File: config.mk
export PLATFORM = sky130hd
export DESIGN_NAME = status_register_unit_flat
export DESIGN_NICKNAME = d
export VERILOG_FILES = /design/src/rtl/status_register_unit_if.sv /design/src/rtl/status_register_unit.sv /design/src/flat_wrapper.sv
export SDC_FILE = /design/constraint.sdc
export NUM_CORES = 1
export LEC_CHECK = 0
export CAP_MARGIN = 20
export CORE_MARGIN = 2
export CORE_UTILIZATION = 28
export CTS_CLUSTER_DIAMETER = 60
export CTS_CLUSTER_SIZE = 10
export DETAILED_ROUTE_END_ITERATION = 6
export PLACE_DENSITY = 0.82
export SLEW_MARGIN = 20
export SYNTH_ARGS = -nofsm -noshare
export SYNTH_HDL_FRONTEND = slang
export SYNTH_SLANG_ARGS = --single-unit
export TNS_END_PERCENT = 5
File: constraint.sdc
create_clock -name clk -period 1.6 [get_ports clk]
set_clock_uncertainty 0.1 [all_clocks]
set_input_delay 0.4 -clock clk [delete_from_list [all_inputs] [get_ports clk]]
set_output_delay 0.4 -clock clk [all_outputs]
set_load 0.05 [all_outputs]
File: src/rtl/status_register_unit_if.sv
// status_register_unit_if: EXE-stage ALU/control bundle and registered NZCV outputs
interface status_register_unit_if #(parameter int WIDTH = 32);
    logic [WIDTH-1:0] alu_result;
    logic             alu_cout;
    logic             alu_ovf;
    logic [3:0]       exe_cmd;
    logic             s_bit;
    logic             exe_valid;
    logic             stall;
    logic             flush;
    logic             sr_wr_en;
    logic [3:0]       sr_wr_data;
    logic             exc_enter;
    logic             exc_return;
    logic [3:0]       flags;
    logic [3:0]       shadow_flags;
    logic             in_exc;
    modport master (
        output alu_result, alu_cout, alu_ovf, exe_cmd, s_bit, exe_valid, stall, flush,
               sr_wr_en, sr_wr_data, exc_enter, exc_return,
        input  flags, shadow_flags, in_exc
    );
    modport slave (
        input  alu_result, alu_cout, alu_ovf, exe_cmd, s_bit, exe_valid, stall, flush,
               sr_wr_en, sr_wr_data, exc_enter, exc_return,
        output flags, shadow_flags, in_exc
    );
endinterface

File: src/rtl/status_register_unit.sv
// status_register_unit: NZCV status register with single-level exception shadow copy
module status_register_unit #(parameter int WIDTH = 32) (
    input logic clk,
    input logic rst_n,
    status_register_unit_if.slave sr
);
    logic       is_log;
    logic       is_ari;
    logic       upd;
    logic [3:0] nxt;
    // decode the ALU command and derive the candidate flags; logical ops keep C and V
    always_comb begin
        is_log = sr.exe_cmd inside {4'b0001, 4'b1001, 4'b0110, 4'b0111, 4'b1000};
        is_ari = sr.exe_cmd inside {4'b0010, 4'b0011, 4'b0100, 4'b0101};
        upd    = sr.exe_valid & sr.s_bit & ~sr.flush & (is_log | is_ari);
        nxt    = {sr.alu_result[WIDTH-1], ~|sr.alu_result,
                  is_ari ? sr.alu_cout : sr.flags[1],
                  is_ari ? sr.alu_ovf  : sr.flags[0]};
    end
    // exception entry > exception return > direct write > ALU update; stall freezes all
    always_ff @(posedge clk or negedge rst_n) begin
        if (!rst_n) begin
            sr.flags        <= 4'b0000;
            sr.shadow_flags <= 4'b0000;
            sr.in_exc       <= 1'b0;
        end else if (!sr.stall) begin
            if (sr.exc_enter) begin
                if (!sr.in_exc) begin
                    sr.shadow_flags <= sr.flags;
                    sr.in_exc       <= 1'b1;
                end
            end else if (sr.exc_return && sr.in_exc) begin
                sr.flags  <= sr.shadow_flags;
                sr.in_exc <= 1'b0;
            end else if (sr.sr_wr_en) begin
                sr.flags <= sr.sr_wr_data;
            end else if (upd) begin
                sr.flags <= nxt;
            end
        end
    end
endmodule
File: src/flat_wrapper.sv
// flat-port wrapper written by rule: the top's interface ports become plain ports
module status_register_unit_flat 
#(parameter int WIDTH = 32)
  (clk, rst_n, sr_alu_result, sr_alu_cout, sr_alu_ovf, sr_exe_cmd, sr_s_bit, sr_exe_valid, sr_stall, sr_flush, sr_sr_wr_en, sr_sr_wr_data, sr_exc_enter, sr_exc_return, sr_flags, sr_shadow_flags, sr_in_exc);
  status_register_unit_if #(.WIDTH(WIDTH)) sr_i ();
  input logic clk;
  input logic rst_n;
  input wire logic [$bits(sr_i.alu_result)-1:0] sr_alu_result;
  input wire logic [$bits(sr_i.alu_cout)-1:0] sr_alu_cout;
  input wire logic [$bits(sr_i.alu_ovf)-1:0] sr_alu_ovf;
  input wire logic [$bits(sr_i.exe_cmd)-1:0] sr_exe_cmd;
  input wire logic [$bits(sr_i.s_bit)-1:0] sr_s_bit;
  input wire logic [$bits(sr_i.exe_valid)-1:0] sr_exe_valid;
  input wire logic [$bits(sr_i.stall)-1:0] sr_stall;
  input wire logic [$bits(sr_i.flush)-1:0] sr_flush;
  input wire logic [$bits(sr_i.sr_wr_en)-1:0] sr_sr_wr_en;
  input wire logic [$bits(sr_i.sr_wr_data)-1:0] sr_sr_wr_data;
  input wire logic [$bits(sr_i.exc_enter)-1:0] sr_exc_enter;
  input wire logic [$bits(sr_i.exc_return)-1:0] sr_exc_return;
  output wire logic [$bits(sr_i.flags)-1:0] sr_flags;
  output wire logic [$bits(sr_i.shadow_flags)-1:0] sr_shadow_flags;
  output wire logic [$bits(sr_i.in_exc)-1:0] sr_in_exc;
  assign sr_i.alu_result = sr_alu_result;
  assign sr_i.alu_cout = sr_alu_cout;
  assign sr_i.alu_ovf = sr_alu_ovf;
  assign sr_i.exe_cmd = sr_exe_cmd;
  assign sr_i.s_bit = sr_s_bit;
  assign sr_i.exe_valid = sr_exe_valid;
  assign sr_i.stall = sr_stall;
  assign sr_i.flush = sr_flush;
  assign sr_i.sr_wr_en = sr_sr_wr_en;
  assign sr_i.sr_wr_data = sr_sr_wr_data;
  assign sr_i.exc_enter = sr_exc_enter;
  assign sr_i.exc_return = sr_exc_return;
  assign sr_flags = sr_i.flags;
  assign sr_shadow_flags = sr_i.shadow_flags;
  assign sr_in_exc = sr_i.in_exc;
  status_register_unit #(.WIDTH(WIDTH)) u_core (.clk(clk), .rst_n(rst_n), .sr(sr_i));
endmodule
Figure 1. Clock routing (run 1).
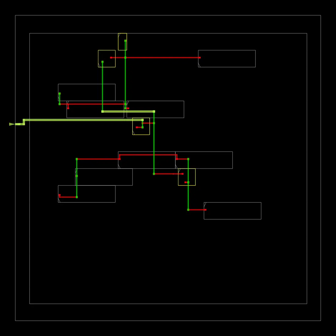
CTS Sinks: 9
Clock Power: 0.176 mW

Figure 2. Placement by cell class (run 1).
(8 px per µm) Fill, decap, tap and diode cells in grey.
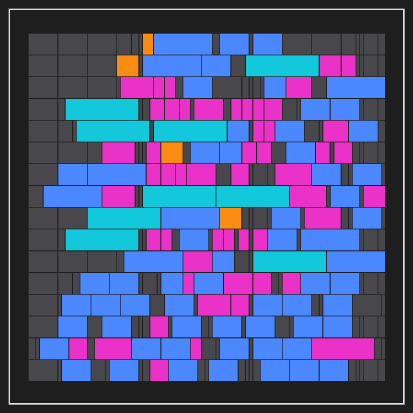
[clock drivers and dummy loads] orange | cells: 4
[all other logic] magenta | cells: 52
[other buffers and delay cells] blue | cells: 64
[flip-flops] cyan | cells: 9

Figure 3. Metal 2 (run 1).
(8 px per µm)
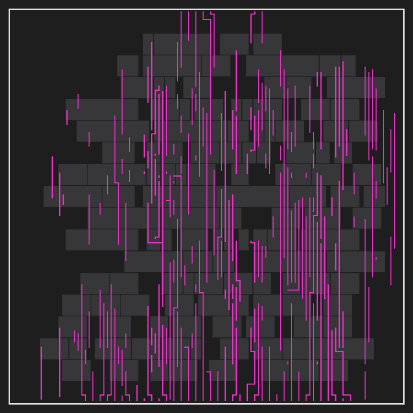
nets with wire on the layer: 160
main direction: vertical
longest straight run: 26.9 µm
wire length on this layer: 1320 µm
share of all routed wire: 57%
Post-Route WL: 2320 µm
via count: 753
GR met2 Demand/Resource: 38.3%

==> metrics.yaml, run 1 <==
critPathRequiredTime_ns: 1.63
path_cells: "clkdlybuf4s50_1 -> buf_4 -> nand2b_1 -> o21ai_1 -> o21ai_0"
hpwl_um: 1920
io_pins: 60
area_leaders: "dfrtp_1, mux2_2, nand2_1, nor4_1, o21ai_0"
grt_pass1_wl_um: 3720
cts.htree.levels: 1
worst_ep_arrival_time_ns: 1.63
ys_cells: 62
comb_cell_power_mw: 0.777
reg2reg_depth: 4
antenna_found_initial: 0
wl_met2_um: 1320
mostFrequentLayoutCells: "clkdlybuf4s50_1, nand2_1, buf_12, dfrtp_1, o21ai_0"
layout.cells.non_filler: 156
syn2layout_area_growth_pct: 138
cp_num_cells: 5
final_common_cell: "clkdlybuf4s50_1"
synthArstFlopShare_pct: 100
p_per_area_nw_per_um2: 982
drt-initial-drc-count: 18
grt_usage_pct: 20.2
top_regs: "u_core.sr.flags x4, u_core.sr.shadow_flags x4, u_core.sr.in_exc x1"
reg2reg_from: "u_core.sr.in_exc"
power_frac_comb_pct: 58.2
vias_per_cell: 4.83
die_area_um2: 2410
coreArea_um2: 1940
vdd_drop_max_v: 0.000689
edf_count: 0
cts_tree: "yes"
fin_crit_sh_pct: 99.6
min_period_ns: 1.59
die-width_um: 49.1
ys_seq_share_pct: 39.5
first_global_vias: 792
nNetsFinal: 181
clockBufferDepth: 2
hold_viol: 0
clk_pin_slew_ns: 0.06
place_ws_ns: -0.261
max_stage_delay_ns: 0.46
highest_layer: "met4"
clock_latency_ns: 0.26
cp-endpoint: "u_core.sr.flags[0]"
crit_buf_inv: 2
rows: 16
slew_headroom_pct: 72.4
place.gp.congestion: 0.726
placedInstanceArea_um2: 1310
pg_seq_mw: 0.382
slowest_stage: "clkdlybuf4s50_1"
drc: 0
yosys_area_um2: 571
top_cells_by_count: "nand2_1, dfrtp_1, o21ai_0, nor4_1, mux2_2"
setup_viol: 0
hold_slack_ns: 0.337
fp-utilization_pct: 29.4
avgSynthCellArea_um2: 9.20
flop_cell: "dfrtp_1"
min_path_type: "input port to async pin"
synth_cells: 62
cts_setup_buffers: 0
worst_pin_slew_ns: 0.413
maxSlewViolCount: 0
hold_buffers: 0
drt_pre_antenna_iters: 4
grt_overflow_total: 0
cts-root-buf: "clkbuf_4"
leakage_nw: 0.540
p_clk_share_pct: 13.2
wl_met3_um: 121
power_frac_seq_pct: 28.6
utilization_pct: 70.0
ys_types: 21
die_h_um: 49.1
synth_area_um2: 571
status: "complete, no violations"
end_kind: "register"
syn_nets: 113
port_buffers: 59
crit_start: "sr_sr_wr_en"
intPower_mw: 0.814
net-switching-power_mw: 0.522
numSynthFlops: 9
run 1: cells by family after synthesis:
kind of cell | count (synthesis) | share of synthesized area (%)
flip-flops | 9 | 39.5
multiplexers | 7 | 13.2
AND/OR/NAND/NOR | 31 | 32.0
buffers and inverters | 2 | 2.63
AND-OR/OR-AND | 12 | 11.2
XOR/XNOR | 1 | 1.54
run 1: cell type report:
type                       instances  area, µm²
inverter                           1       3.75
multi-input combinational         51        353
timing repair buffer              64        718
clock buffer                       4       26.3
fill                             141        582
sequential                         9        225
tap                               27       33.8
run 1: routing by layer:
metal / global-route usage (%) / vias up
met5: 0 / -
met4: 6.67 / 0
met3: 3.99 / 8
met2: 38.3 / 34
met1: 22.2 / 348
li1: - / 363
==> run 2: changes to the inputs <==
--- a/config.mk
+++ b/config.mk
@@ -5,6 +5,7 @@
 export SDC_FILE = /design/constraint.sdc
 export NUM_CORES = 1
 export LEC_CHECK = 0
+export ABC_CLOCK_PERIOD_IN_PS = 1600
 export CAP_MARGIN = 20
 export CORE_MARGIN = 2
 export CORE_UTILIZATION = 28
Figure 4. Clock network drawn from the DEF (run 2).
(12 px per µm)
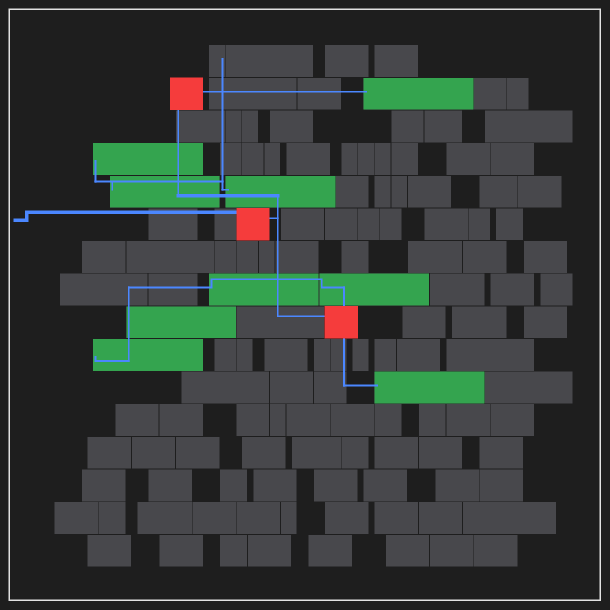
[flip-flops] green | count: 9
[cells driving clock nets] red | count: 3
[clock wires] blue | length: 134 µm
routed clock nets: 4
clock power share: 13.2%
clk_lat worst skew: 0.26 ns

==> metrics.yaml, run 2 <==
slew_headroom_pct: 72.4  # unchanged
wl_met3_um: 121  # unchanged
cts.htree.levels: 1  # unchanged
hold_slack_ns: 0.337  # unchanged
clock_sinks: 9  # unchanged
power_frac_comb_pct: 58.2  # about the same
numSynthFlops: 9  # unchanged
synth_cells: 62  # unchanged
hpwl_um: 1920  # unchanged
area_leaders: "dfrtp_1, mux2_2, nand2_1, nor4_1, o21ai_0"  # unchanged
fin_crit_sh_pct: 99.6  # unchanged
ys_seq_share_pct: 39.5  # unchanged
power_frac_seq_pct: 28.6  # about the same
pg_seq_mw: 0.382  # about the same
synth_area_um2: 571  # unchanged
layout.cells.non_filler: 156  # unchanged
rows: 16  # unchanged
wl_um: 2320  # unchanged
cts-root-buf: "clkbuf_4"  # unchanged
first_global_vias: 792  # unchanged
worst_ep_arrival_time_ns: 1.63  # about the same
place.gp.congestion: 0.726  # unchanged
path_cells: "clkdlybuf4s50_1 -> buf_4 -> nand2b_1 -> o21ai_1 -> o21ai_0"  # unchanged
mostFrequentLayoutCells: "clkdlybuf4s50_1, nand2_1, buf_12, dfrtp_1, o21ai_0"  # unchanged
edf_count: 0  # unchanged
setup_viol: 0  # unchanged
reg2reg_depth: 4  # unchanged
grt_use_met1_pct: 22.2  # unchanged
drc: 0  # unchanged
p_clk_mw: 0.176  # about the same
min_period_ns: 1.59  # unchanged
drt_pre_antenna_iters: 4  # unchanged
crit_start: "sr_sr_wr_en"  # unchanged
clk_pin_slew_ns: 0.06  # about the same
grt_pass1_wl_um: 3720  # unchanged
fillCellCount: 141  # unchanged
clockBufferDepth: 2  # unchanged
reg2reg_from: "u_core.sr.in_exc"  # unchanged
vias_per_cell: 4.83  # unchanged
net-switching-power_mw: 0.522  # unchanged
hold_viol: 0  # unchanged
top_cells_by_count: "nand2_1, dfrtp_1, o21ai_0, nor4_1, mux2_2"  # unchanged
worst_pin_slew_ns: 0.413  # unchanged
utilization_pct: 70.0  # unchanged
use_met2_pct: 38.3  # unchanged
fp-utilization_pct: 29.4  # unchanged
synthArstFlopShare_pct: 100  # unchanged
coreArea_um2: 1940  # unchanged
max_stage_delay_ns: 0.46  # about the same
cp_num_cells: 5  # unchanged
final_common_cell: "clkdlybuf4s50_1"  # unchanged
place_ws_ns: -0.261  # unchanged
hold_buffers: 0  # unchanged
end_kind: "register"  # unchanged
antenna_found_initial: 0  # unchanged
ys_cells: 62  # unchanged
flop_cell: "dfrtp_1"  # unchanged
nNetsFinal: 181  # unchanged
logic_area_um2: 353  # unchanged
vdd_drop_max_v: 0.000689  # unchanged
wl_met2_um: 1320  # unchanged
drt-initial-drc-count: 18  # unchanged
yosys_area_um2: 571  # unchanged
slowest_stage: "clkdlybuf4s50_1"  # unchanged
vias: 753  # unchanged
ys_types: 21  # unchanged
busiest_layer: "met2"  # unchanged
status: "complete, no violations"  # unchanged
p_per_area_nw_per_um2: 982  # unchanged
cts_setup_buffers: 0  # unchanged
comb_cell_power_mw: 0.777  # about the same
io_pins: 60  # unchanged
intPower_mw: 0.814  # unchanged
Figure 5. Ports around the boundary (run 2).
(6 px per µm) Pins as bars across the die edge, other pins in grey.
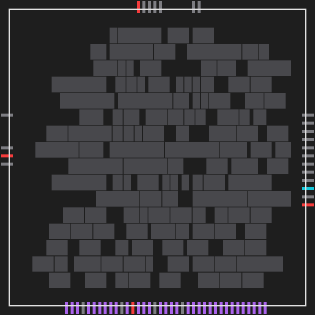
[`sr_shadow_flags`] red | pins: 4 | direction: output | edge: 1 north, 1 west, 1 east, 1 south
[`rst_n`] cyan | pins: 1 | direction: input | edge: east
[`sr_alu_result`] purple | pins: 32 | direction: input | edge: south
all pins by edge: 37 south, 12 east, 7 north, 4 west
IO buf count: 59
die y size: 49.1 µm

## run 2: cell counts after synthesis
No cell type changed its count.
## run 2: worst min path at each step
stage,end
after floorplan,u_core.sr.flags[0]
after global placement,u_core.sr.flags[3]
after detailed placement,u_core.sr.flags[3]
after CTS,u_core.sr.in_exc
after global routing,u_core.sr.flags[0]
final,u_core.sr.in_exc
## run 2: logic make-up after synthesis
group / Yosys count / synth area share [%]
muxes: 7 / 13.2
AOI/OAI and AO/OA: 12 / 11.2
and+or+nand+nor: 31 / 32.0
buffers and inverters: 2 / 2.63
xor gates and xnor gates: 1 / 1.54
DFF: 9 / 39.5
## run 2: final cells by class
type                       instances  area share, %
clock buffer                       4           1.93
inverter                           1          0.276
multi-input combinational         51           25.9
sequential                         9           16.6
tap                               27           2.48
timing repair buffer              64           52.8
No activity file was given, so power comes from the tool's default toggle rates.
